<file path="src/rtl/bcd_pkg.sv">
// Shared definitions for the sequential binary-to-BCD converter.
//   bcd_state_t     : converter FSM states
//   BCD_DIGIT_W     : bits per packed BCD digit
//   bcd_digits_for  : digit count for a given binary width. Integrators use it
//                     to size DIGITS: ceil(width * log10(2)) + 1.
package bcd_pkg;

   typedef enum logic [1:0] {
      IDLE,
      CONV,
      DONE
   } bcd_state_t;

   localparam int BCD_DIGIT_W = 4;

   // log10(2) is approximated as 0.30103. The product is never an exact
   // integer for practical widths, so the rounding-up division gives the ceiling.
   function automatic int bcd_digits_for(input int width);
      return (width * 30103 + 99999) / 100000 + 1;
   endfunction

endpackage

</file>
<file path="src/rtl/bin_to_bcd_seq_adj3.sv">
// Double-dabble digit correction.
//   d : current BCD digit (4 bits)
//   q : d + 3 when d >= 5, otherwise d
module bcd_adj3
   import bcd_pkg::*;
(
   input  logic [BCD_DIGIT_W-1:0] d,
   output logic [BCD_DIGIT_W-1:0] q
);

   always_comb begin
      q = d;
      if (d >= BCD_DIGIT_W'(5)) begin
         q = d + BCD_DIGIT_W'(3);
      end
   end

endmodule

</file>
<file path="src/rtl/bin_to_bcd_seq.sv">
// Iterative binary-to-BCD converter (shift-and-add-3), one input bit per clock.
//   clk, rst_n           : clock; synchronous active-low reset
//   in_valid/in_ready    : input handshake for bin (WIDTH bits)
//   out_valid/out_ready  : output handshake for bcd/negative/overflow
//   bcd                  : DIGITS packed digits, units in bcd[3:0]
//   negative             : input was negative (SIGNED=1 only)
//   overflow             : magnitude needs more than DIGITS digits; bcd then
//                          holds the value modulo 10^DIGITS
module bin_to_bcd_seq
   import bcd_pkg::*;
#(
   parameter int WIDTH  = 16,
   parameter int DIGITS = 5,
   parameter int SIGNED = 1
) (
   input  logic                          clk,
   input  logic                          rst_n,
   input  logic                          in_valid,
   output logic                          in_ready,
   input  logic [WIDTH-1:0]              bin,
   output logic                          out_valid,
   input  logic                          out_ready,
   output logic [BCD_DIGIT_W*DIGITS-1:0] bcd,
   output logic                          negative,
   output logic                          overflow
);

   localparam int CW = $clog2(WIDTH);
   localparam int BW = BCD_DIGIT_W * DIGITS;

   bcd_state_t       state_r, state_nx;
   logic [CW-1:0]    cnt_r;
   logic [WIDTH-1:0] mag_r;
   logic [BW-1:0]    bcd_r;
   logic             neg_r;
   logic             ovf_r;

   logic             accept;
   logic             shift;
   logic             bin_neg;
   logic [WIDTH-1:0] bin_mag;
   logic [BW-1:0]    adj;

   for (genvar g = 0; g < DIGITS; g++) begin : g_adj
      bcd_adj3 u_adj (
         .d (bcd_r[g*BCD_DIGIT_W +: BCD_DIGIT_W]),
         .q (adj[g*BCD_DIGIT_W +: BCD_DIGIT_W])
      );
   end

   // Two's complement negate in WIDTH bits; the most negative value maps onto
   // itself, which read as unsigned is exactly 2^(WIDTH-1).
   always_comb begin
      bin_neg = (SIGNED != 0) && bin[WIDTH-1];
      bin_mag = bin_neg ? ('0 - bin) : bin;
   end

   always_comb begin
      state_nx  = state_r;
      in_ready  = 1'b0;
      out_valid = 1'b0;
      accept    = 1'b0;
      shift     = 1'b0;
      case (state_r)
         IDLE: begin
            in_ready = 1'b1;
            if (in_valid) begin
               accept   = 1'b1;
               state_nx = CONV;
            end
         end
         CONV: begin
            shift = 1'b1;
            if (cnt_r == '0) begin
               state_nx = DONE;
            end
         end
         DONE: begin
            out_valid = 1'b1;
            if (out_ready) begin
               state_nx = IDLE;
            end
         end
         default: state_nx = IDLE;
      endcase
   end

   always_ff @(posedge clk) begin
      if (!rst_n) begin
         state_r <= IDLE;
         cnt_r   <= '0;
         mag_r   <= '0;
         bcd_r   <= '0;
         neg_r   <= 1'b0;
         ovf_r   <= 1'b0;
      end else begin
         state_r <= state_nx;
         if (accept) begin
            cnt_r <= CW'(WIDTH - 1);
            mag_r <= bin_mag;
            bcd_r <= '0;
            neg_r <= bin_neg;
            ovf_r <= 1'b0;
         end else if (shift) begin
            cnt_r <= cnt_r - 1'b1;
            mag_r <= {mag_r[WIDTH-2:0], 1'b0};
            bcd_r <= {adj[BW-2:0], mag_r[WIDTH-1]};
            // A carry out of the top digit means the true value has more digits.
            if (adj[BW-1]) begin
               ovf_r <= 1'b1;
            end
         end
      end
   end

   assign bcd      = bcd_r;
   assign negative = neg_r;
   assign overflow = ovf_r;

endmodule

</file>
<file path="config.mk">
export PLATFORM = sky130hd
export DESIGN_NAME = bin_to_bcd_seq
export DESIGN_NICKNAME = d
export VERILOG_FILES = /design/src/rtl/bcd_pkg.sv /design/src/rtl/bin_to_bcd_seq_adj3.sv /design/src/rtl/bin_to_bcd_seq.sv
export SDC_FILE = /design/constraint.sdc
export NUM_CORES = 1
export LEC_CHECK = 0
export CORE_ASPECT_RATIO = 0.8
export CORE_MARGIN = 8
export CORE_UTILIZATION = 45
export DETAILED_ROUTE_END_ITERATION = 8
export GPL_ROUTABILITY_DRIVEN = 0
export PLACE_DENSITY = 0.81
export SYNTH_ARGS = -nofsm -noshare
export SYNTH_HDL_FRONTEND = slang
export SYNTH_SLANG_ARGS = --single-unit
</file>
<file path="constraint.sdc">
create_clock -name clk -period 1.8 [get_ports clk]
set_clock_uncertainty 0.2 [all_clocks]
set_input_delay 0.27 -clock clk [delete_from_list [all_inputs] [get_ports clk]]
set_output_delay 0.27 -clock clk [all_outputs]
set_load 0.01 [all_outputs]
</file>
### Cell classes on the final placement

Bar = 20 µm.
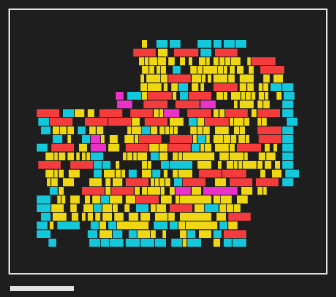
magenta -> clock drivers and dummy loads  # cells 8, share of their area 3.4%
red -> flops  # cells 44, share of their area 27%
yellow -> all other logic  # cells 238, share of their area 48%
cyan -> other buffers and delay cells  # cells 77, share of their area 22%
Seq/total area: 0.2591
row count: 24
final core occ: 0.6396

### Clock routing

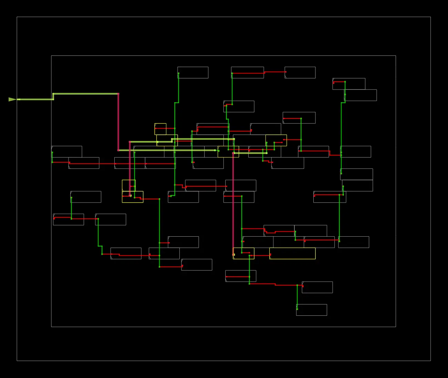
clk_buf instances: 5
registers: 44
total clock buffers created by CTS: 5

### Sizing map

Bar = 20 µm.
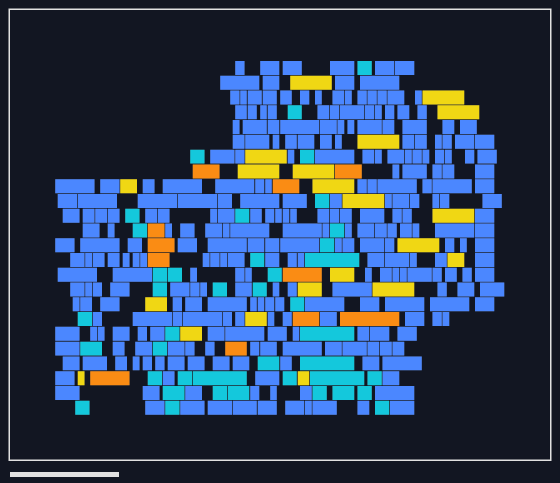
yellow -> drive 2  # cells 21, share 5.7%
cyan -> drive 3 to 4  # cells 41, share 11%
blue -> drive 1 or less  # cells 294, share 80%
orange -> drive 6 and up  # cells 11, share 3.0%
Final Cell Area: 3457 µm²
post-layout worst setup margin: 0.03901 ns

==> flow_summary.yaml <==
# yosys + openroad results
place:
  place.port_buffers: 43
  dp_cells: 422
sta:
  finalClockPeriodUsage: 0.9783
  hold_viol: 0
  clock.fmax_ghz: 0.5679
  post-route-min-period_ns: 1.761
  relSlewSlack: 0.7649
  drv_slew: 0
critical_path:
  cp_cell_sequence: "dlygate4sd2_1, or4_4, o41ai_4, xor2_1, a21oi_1"
  cpPeakStageDelay_ns: 0.61
  cp-end-kind: "register"
  crit_type: "primary input to register"
  cp.required_ns: 1.79
  timing.rr.start: "state_r[0]"
yosys:
  ys_ff: 44
  netlist_area_um2: 2507
  edf_count: 0
  ff_type: "dfxtp_1"
  common_cells: "44 x dfxtp_1, 35 x nand2_1, 20 x a21oi_1"
  async_reset_ff_frac: 0
  ys_area_um2: 2507
  ys_seq_share: 0.3513
  ys_top_cells_by_area: "dfxtp_1 35%, ha_1 6.0%, nand2_1 5.2%, xor2_1 4.5%, a21oi_1 4.0%"
floorplanning:
  die_h_um: 82.77
  die_x_um: 99.46
  io_pins: 44
drt:
  route.detailed.drc: 0
  vias_per_cell: 5.572
  wl_per_cell_um: 14.58
finish:
  antenna_cells: 0
  area_delta_synth_final_pct: 37.87
power:
  sw_frac_of_total: 0.2831
  p_leak_nw: 1.489
  power.switching_uw: 669.1
  power_density_nw_per_um2: 683.6
  p_seq_frac: 0.454
flow_run:
  maxCapViolCount: 0
clock_tree:
  clk_path_buf_depth: 2
  cts_tree: "yes"
outcome:
  status: "finished clean"
global_routing:
  first_global_vias: 2332
  grt_antenna_before_repair: 0
[cell families (layout without fill, tap and decap cells)]
group | Yosys count | after routing | synth area share
AND-OR/OR-AND | 80 | 80 | 0.2221
XOR/XNOR | 24 | 24 | 0.08383
adder cells (fa/ha/maj) | 12 | 12 | 0.05988
buffers and inverters | 36 | 101 | 0.05888
flip-flops | 44 | 44 | 0.3513
multiplexers | 7 | 7 | 0.02944
AND/OR/NAND/NOR | 98 | 99 | 0.1946
[stage by stage]
stage	setup WS [ns]	utilization	power (mW)
finish	0.03901	0.6396	2.363
global route	-0.008574	0.6396	2.490
CTS	-0.003438	0.6222	2.368
detailed placement	-0.5004	0.5928	1.583
global placement	-0.4596	0.5928	1.566
floorplan	-0.02506	-	1.375
[layout by cell type (no fill, tap or decap), types with 2 or more instances in the layout]
cell type and instances:
a21boi_0 6, a21oi_1 19, a222oi_1 2, a31oi_1 8, buf_12 2, buf_4 30, buf_6 2, clkbuf_8 5
clkdlybuf4s50_1 23, dfxtp_1 32, dfxtp_2 12, dlygate4sd2_1 6, dlymetal6s2s_1 13, ha_1 12, inv_1 15, mux2_2 3
mux2i_1 4, nand2_1 35, nand2b_1 7, nand3_1 15, nor2_1 10, nor2b_1 6, nor3_1 2, nor4_1 2
o211a_1 2, o21ai_0 19, o22ai_1 8, o31ai_1 2, o41ai_4 5, or3_1 12, or3_4 2, or4_4 3
xnor2_1 11, xor2_1 13
[metal layers]
metal  GRT usage  vias to the layer above  part of all wire
li1            -                     1195                 -
met1      0.1906                     1146              0.45
met2      0.2662                       60              0.48
met3     0.04188                        6             0.058
met4     0.04367                        0            0.0081
met5           0                        -                 0
[power by group through the flow]
stage	Combinational, mW	Clock, mW	Sequential [mW]
global route	0.560	0.852	1.08
CTS	0.499	0.799	1.07
finish	0.510	0.781	1.07
floorplan	0.289	0	1.09
detailed placement	0.490	0	1.09
global placement	0.475	0	1.09
[state kept, by name (all words and copies together), names as in the netlist]
signal / count
overflow: 1
negative: 1
cnt_r: 4
mag_r: 16
bcd: 20
state_r: 2
[worst max-delay path by stage]
stage | cells past startpoint | slack (ns) | startpoint | end
2_1_floorplan | 5 | -0.03 | bin[6] | mag_r[11]
3_3_place_gp | 5 | -0.46 | bin[6] | mag_r[11]
3_5_place_dp | 5 | -0.50 | bin[6] | mag_r[11]
4_1_cts | 8 | -0.003 | bin[0] | mag_r[12]
5_1_grt | 5 | -0.009 | bin[6] | mag_r[12]
6_report | 5 | 0.04 | bin[6] | mag_r[9]
[final cells by class]
class / count / area share
clock buffers: 5 / 0.01991
clock inverters: 3 / 0.01339
inverters: 16 / 0.01737
multi-input cells: 222 / 0.4517
flip-flops and latches: 44 / 0.2591
well taps: 65 / 0.02353
repair buffers: 77 / 0.2150
[worst min-delay path: stages]
cell and delay [ns]:
dlymetal6s2s_1 0.14, buf_4 0.13, nand2_1 0.04, a21boi_0 0.06
[repair_timing]
| action | 4_1_cts | 5_1_grt |
|---|---|---|
| gates resized | 16 | 31 |
| pin swaps | 9 | 12 |
| endpoints found under the setup margin | 21 | 33 |
| cloned | 1 | 0 |
| setup buffers | 1 | 0 |
| hold endpoints to repair | 0 | 0 |
Power and IR drop assume default switching activity.
